gate_families.png
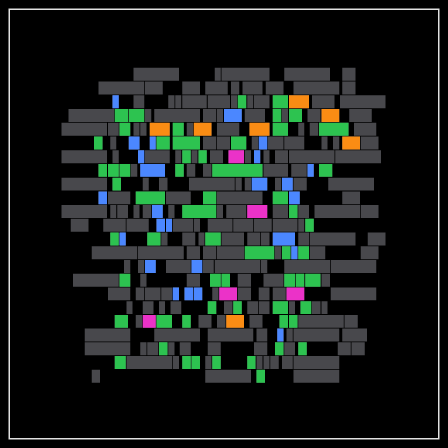
registers.png
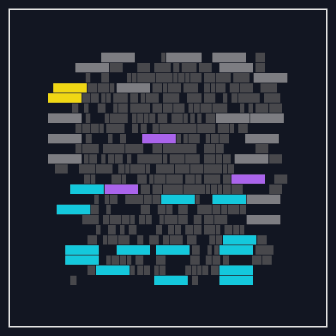
final_clocks.png
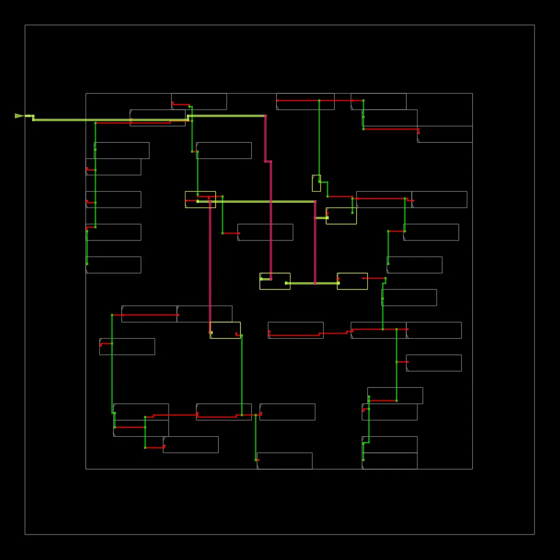
pdn.png
Pins as bars on the die edge.
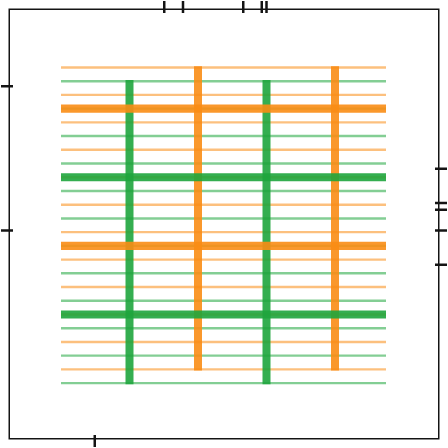
zoom.png
Region (0, 35) to (50, 85) um. Cells in gray, sequential cells in the stronger gray; small squares are vias.
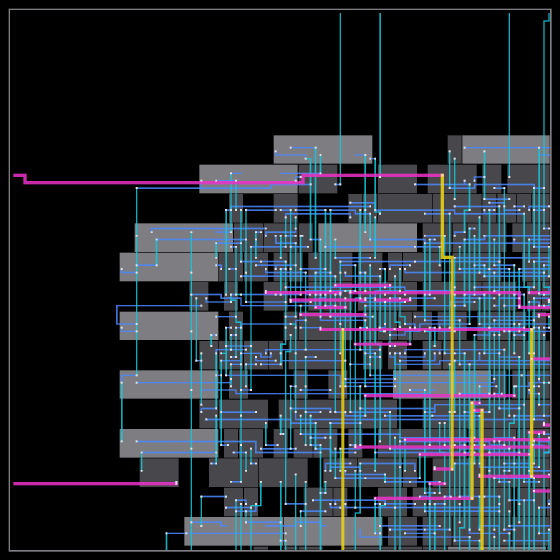
`config.mk`:
```
export PLATFORM = sky130hd
export DESIGN_NAME = usb_rx_ctrl_flat
export DESIGN_NICKNAME = d
export VERILOG_FILES = /design/src/rtl/usb_rx_ctrl_if.sv /design/src/rtl/usb_rx_ctrl.sv /design/src/flat_wrapper.sv
export SDC_FILE = /design/constraint.sdc
export NUM_CORES = 1
export LEC_CHECK = 0
export CAP_MARGIN = 20
export CORE_MARGIN = 10
export CORE_UTILIZATION = 54
export CTS_CLUSTER_DIAMETER = 30
export DETAILED_ROUTE_END_ITERATION = 10
export GPL_TIMING_DRIVEN = 0
export HOLD_SLACK_MARGIN = 0.12
export PLACE_DENSITY = 0.76
export SYNTH_ARGS = -nofsm -noshare
export SYNTH_HDL_FRONTEND = slang
export SYNTH_SLANG_ARGS = --single-unit
```
`constraint.sdc`:
```
create_clock -name clk -period 2.6 [get_ports clk]
set_clock_uncertainty 0.05 [all_clocks]
set_input_delay 0.65 -clock clk [delete_from_list [all_inputs] [get_ports clk]]
set_output_delay 0.65 -clock clk [all_outputs]
set_load 0.05 [all_outputs]
```
`src/rtl/usb_rx_ctrl_if.sv`:
```
// usb_rx_ctrl_if: line-sampler inputs and decoded-bit/framing outputs of the USB receive sequencer
interface usb_rx_ctrl_if;
    logic       bit_tick;
    logic       dp;
    logic       dm;
    logic       bit_out;
    logic       bit_valid;
    logic       pkt_start;
    logic       pkt_done;
    logic       pkt_err;
    logic [1:0] err_code;
    logic       busy;
    modport master (output bit_tick, dp, dm,
                    input  bit_out, bit_valid, pkt_start, pkt_done, pkt_err, err_code, busy);
    modport slave  (input  bit_tick, dp, dm,
                    output bit_out, bit_valid, pkt_start, pkt_done, pkt_err, err_code, busy);
endinterface

```
`src/rtl/usb_rx_ctrl.sv`:
```
// usb_rx_ctrl: USB full-speed receive sequencer - NRZI decode, SYNC acquisition, unstuffing, EOP detection
module usb_rx_ctrl #(
    parameter int SYNC_MIN_ZEROS = 5,
    parameter int MAX_BITS       = 8216,
    parameter int IDLE_BITS      = 2
) (
    input logic        clk,
    input logic        rst_b,
    usb_rx_ctrl_if.slave bus
);
    localparam int BW = $clog2(MAX_BITS + 1);
    localparam int IW = $clog2(IDLE_BITS + 1);

    typedef enum logic [2:0] {IDLE, SYNC, DATA, EOP, ERR} state_t;

    state_t        state, state_n;
    logic          prev_line, prev_n;
    logic [2:0]    zero_cnt, zero_n;
    logic [2:0]    ones_cnt, ones_n;
    logic [BW-1:0] bit_cnt, bit_n;
    logic [1:0]    se0_cnt, se0_n;
    logic [IW-1:0] idle_cnt, idle_n;
    logic          valid_q, out_q, start_q, done_q, err_q;
    logic          valid_n, out_n, start_n, done_n, err_n;
    logic [1:0]    code_q, code_n;

    wire j   = bus.dp & ~bus.dm;
    wire k   = ~bus.dp & bus.dm;
    wire se0 = ~bus.dp & ~bus.dm;
    wire se1 = bus.dp & bus.dm;
    wire dec = bus.dp == prev_line;
    wire act = state == SYNC || state == DATA || state == EOP;

    always_comb begin
        state_n = state;
        prev_n  = prev_line;
        zero_n  = zero_cnt;
        ones_n  = ones_cnt;
        bit_n   = bit_cnt;
        se0_n   = se0_cnt;
        idle_n  = idle_cnt;
        valid_n = 1'b0;
        out_n   = 1'b0;
        start_n = 1'b0;
        done_n  = 1'b0;
        err_n   = 1'b0;
        code_n  = 2'd0;
        if (bus.bit_tick) begin
            if (j || k)
                prev_n = bus.dp;
            if (se1 && act) begin
                err_n  = 1'b1;
                code_n = 2'd3;
            end else begin
                case (state)
                    IDLE: if (k) begin
                        state_n = SYNC;
                        zero_n  = 3'd1;
                    end
                    SYNC: if (se0) begin
                        err_n = 1'b1;
                    end else if (!dec) begin
                        zero_n = (zero_cnt == 3'd7) ? zero_cnt : zero_cnt + 3'd1;
                    end else if (zero_cnt >= 3'(SYNC_MIN_ZEROS)) begin
                        state_n = DATA;
                        start_n = 1'b1;
                        ones_n  = 3'd1;
                        bit_n   = '0;
                    end else begin
                        err_n = 1'b1;
                    end
                    DATA: if (se0) begin
                        state_n = EOP;
                        se0_n   = 2'd1;
                    end else if (ones_cnt == 3'd6) begin
                        // a stuffed zero carries no data; a one here is a stuffing violation
                        err_n  = dec;
                        code_n = 2'd1;
                        ones_n = 3'd0;
                    end else if (bit_cnt == BW'(MAX_BITS)) begin
                        err_n  = 1'b1;
                        code_n = 2'd3;
                    end else begin
                        valid_n = 1'b1;
                        out_n   = dec;
                        bit_n   = bit_cnt + 1'b1;
                        ones_n  = dec ? ones_cnt + 3'd1 : 3'd0;
                    end
                    EOP: if (se0) begin
                        err_n  = se0_cnt == 2'd3;
                        code_n = 2'd2;
                        se0_n  = se0_cnt + 2'd1;
                    end else if (j && se0_cnt >= 2'd2) begin
                        state_n = IDLE;
                        done_n  = bit_cnt[2:0] == 3'd0;
                        err_n   = bit_cnt[2:0] != 3'd0;
                        code_n  = 2'd2;
                    end else begin
                        err_n  = 1'b1;
                        code_n = 2'd2;
                    end
                    ERR: if (j) begin
                        state_n = (idle_cnt == IW'(IDLE_BITS - 1)) ? IDLE : ERR;
                        idle_n  = (idle_cnt == IW'(IDLE_BITS - 1)) ? '0 : idle_cnt + 1'b1;
                    end else begin
                        idle_n = '0;
                    end
                    default: state_n = IDLE;
                endcase
            end
            if (err_n) begin
                state_n = ERR;
                zero_n  = 3'd0;
                ones_n  = 3'd0;
                bit_n   = '0;
                se0_n   = 2'd0;
                idle_n  = '0;
            end
        end
    end

    always_ff @(posedge clk or negedge rst_b) begin
        if (!rst_b) begin
            state     <= IDLE;
            prev_line <= 1'b1;
            zero_cnt  <= 3'd0;
            ones_cnt  <= 3'd0;
            bit_cnt   <= '0;
            se0_cnt   <= 2'd0;
            idle_cnt  <= '0;
            valid_q   <= 1'b0;
            out_q     <= 1'b0;
            start_q   <= 1'b0;
            done_q    <= 1'b0;
            err_q     <= 1'b0;
            code_q    <= 2'd0;
        end else begin
            state     <= state_n;
            prev_line <= prev_n;
            zero_cnt  <= zero_n;
            ones_cnt  <= ones_n;
            bit_cnt   <= bit_n;
            se0_cnt   <= se0_n;
            idle_cnt  <= idle_n;
            valid_q   <= valid_n;
            out_q     <= out_n;
            start_q   <= start_n;
            done_q    <= done_n;
            err_q     <= err_n;
            code_q    <= code_n;
        end
    end

    assign bus.bit_out   = out_q;
    assign bus.bit_valid = valid_q;
    assign bus.pkt_start = start_q;
    assign bus.pkt_done  = done_q;
    assign bus.pkt_err   = err_q;
    assign bus.err_code  = code_q;
    assign bus.busy      = act;
endmodule

```
`src/flat_wrapper.sv`:
```
// flat-port wrapper written by rule: the top's interface ports become plain ports
module usb_rx_ctrl_flat 
#(
    parameter int SYNC_MIN_ZEROS = 5,
    parameter int MAX_BITS       = 8216,
    parameter int IDLE_BITS      = 2
)
  (clk, rst_b, bus_bit_tick, bus_dp, bus_dm, bus_bit_out, bus_bit_valid, bus_pkt_start, bus_pkt_done, bus_pkt_err, bus_err_code, bus_busy);
  usb_rx_ctrl_if bus_i ();
  input logic clk;
  input logic rst_b;
  input wire logic [$bits(bus_i.bit_tick)-1:0] bus_bit_tick;
  input wire logic [$bits(bus_i.dp)-1:0] bus_dp;
  input wire logic [$bits(bus_i.dm)-1:0] bus_dm;
  output wire logic [$bits(bus_i.bit_out)-1:0] bus_bit_out;
  output wire logic [$bits(bus_i.bit_valid)-1:0] bus_bit_valid;
  output wire logic [$bits(bus_i.pkt_start)-1:0] bus_pkt_start;
  output wire logic [$bits(bus_i.pkt_done)-1:0] bus_pkt_done;
  output wire logic [$bits(bus_i.pkt_err)-1:0] bus_pkt_err;
  output wire logic [$bits(bus_i.err_code)-1:0] bus_err_code;
  output wire logic [$bits(bus_i.busy)-1:0] bus_busy;
  assign bus_i.bit_tick = bus_bit_tick;
  assign bus_i.dp = bus_dp;
  assign bus_i.dm = bus_dm;
  assign bus_bit_out = bus_i.bit_out;
  assign bus_bit_valid = bus_i.bit_valid;
  assign bus_pkt_start = bus_i.pkt_start;
  assign bus_pkt_done = bus_i.pkt_done;
  assign bus_pkt_err = bus_i.pkt_err;
  assign bus_err_code = bus_i.err_code;
  assign bus_busy = bus_i.busy;
  usb_rx_ctrl #(.SYNC_MIN_ZEROS(SYNC_MIN_ZEROS), .MAX_BITS(MAX_BITS), .IDLE_BITS(IDLE_BITS)) u_core (.clk(clk), .rst_b(rst_b), .bus(bus_i));
endmodule
```
==> job_summary.md <==
## Implementation flow summary

| Metric | Value |
|---|---|
| Crit-path max FO | `5` |
| Area delta synth->final | `19.7%` |
| WL final | `5730 um` |
| Flip-flops with a built-in enable | `0` |
| Comb_multi_in | `188` |
| Dpl ws | `-0.982 ns` |
| Status | `complete, but fails checks` |
| Vias in the first global route | `1,978` |
| Post-route setup slack | `-0.0219 ns` |
| Layout cell share with drive strength beyond 1 | `23.8%` |
| Met1 Track Usage GR | `19.6%` |
| Crit path cell chain | `inv_1 -> ha_2 -> a211o_2 -> or4_4 -> a21oi_4 -> o41ai_4 -> buf_4 -> or4_1 -> o21ai_1` |
| # rows | `23` |
| Max reg flops | `14` |
| 1st-pass router iterations | `5` |
| Sequential fraction of the synthesis area | `38.6%` |
| Setup-failing EPs final | `1` |
| Num CTS Buffers | `5` |
| FF-to-FF End | `u_core.bit_cnt[9]` |
| Violated checks | `negative setup slack` |
| Commonest flop | `dfrtp_1` |
-- gate_families.png (at the start) --
Blue marks NOR gates, cells 25. Magenta marks AND-OR and OR-AND gates, cells 5. Green marks inverting AOI/OAI gates, cells 59. Orange marks multiplexers, cells 7.
Post-Layout Cell Count: 332
logic share of the area: 50.1%
most numerous logic cell after layout: dfrtp_1

-- registers.png (at the start) --
Purple marks u_core.ones_cnt, placed flops 3. Yellow marks u_core.idle_cnt, placed flops 2. Cyan marks u_core.bit_cnt, placed flops 14.
register area: 877 um2
final core utilization: 67.4%
Seq area share: 32.3%

-- final_clocks.png (at the start) --
clock buf count: 6
clk pwr: 356 uW

-- pdn.png (at the start) --
Orange marks VDD. Green marks VSS.
4 straps on met5. 24 met1 rails follow the rows. 4 straps on met4. 13 signal pins sit on the boundary.
die height: 84.8 um
CORE AREA: 4030 um2
Die W: 84.8 um
maximum vdd drop: 0.559 mV

-- zoom.png (at the start) --
Blue marks met1. Yellow marks met4. Cyan marks met2. Magenta marks met3.
119 logic cells have their middle in the window. Sequential cells in the window: 12. Netlist names of flops here include u_core.idle_cnt (2), u_core.ones_cnt (2), u_core.se0_cnt (2). Most frequent: nand2_1 (16), dfrtp_1 (11).

Power and IR drop assume default switching activity.
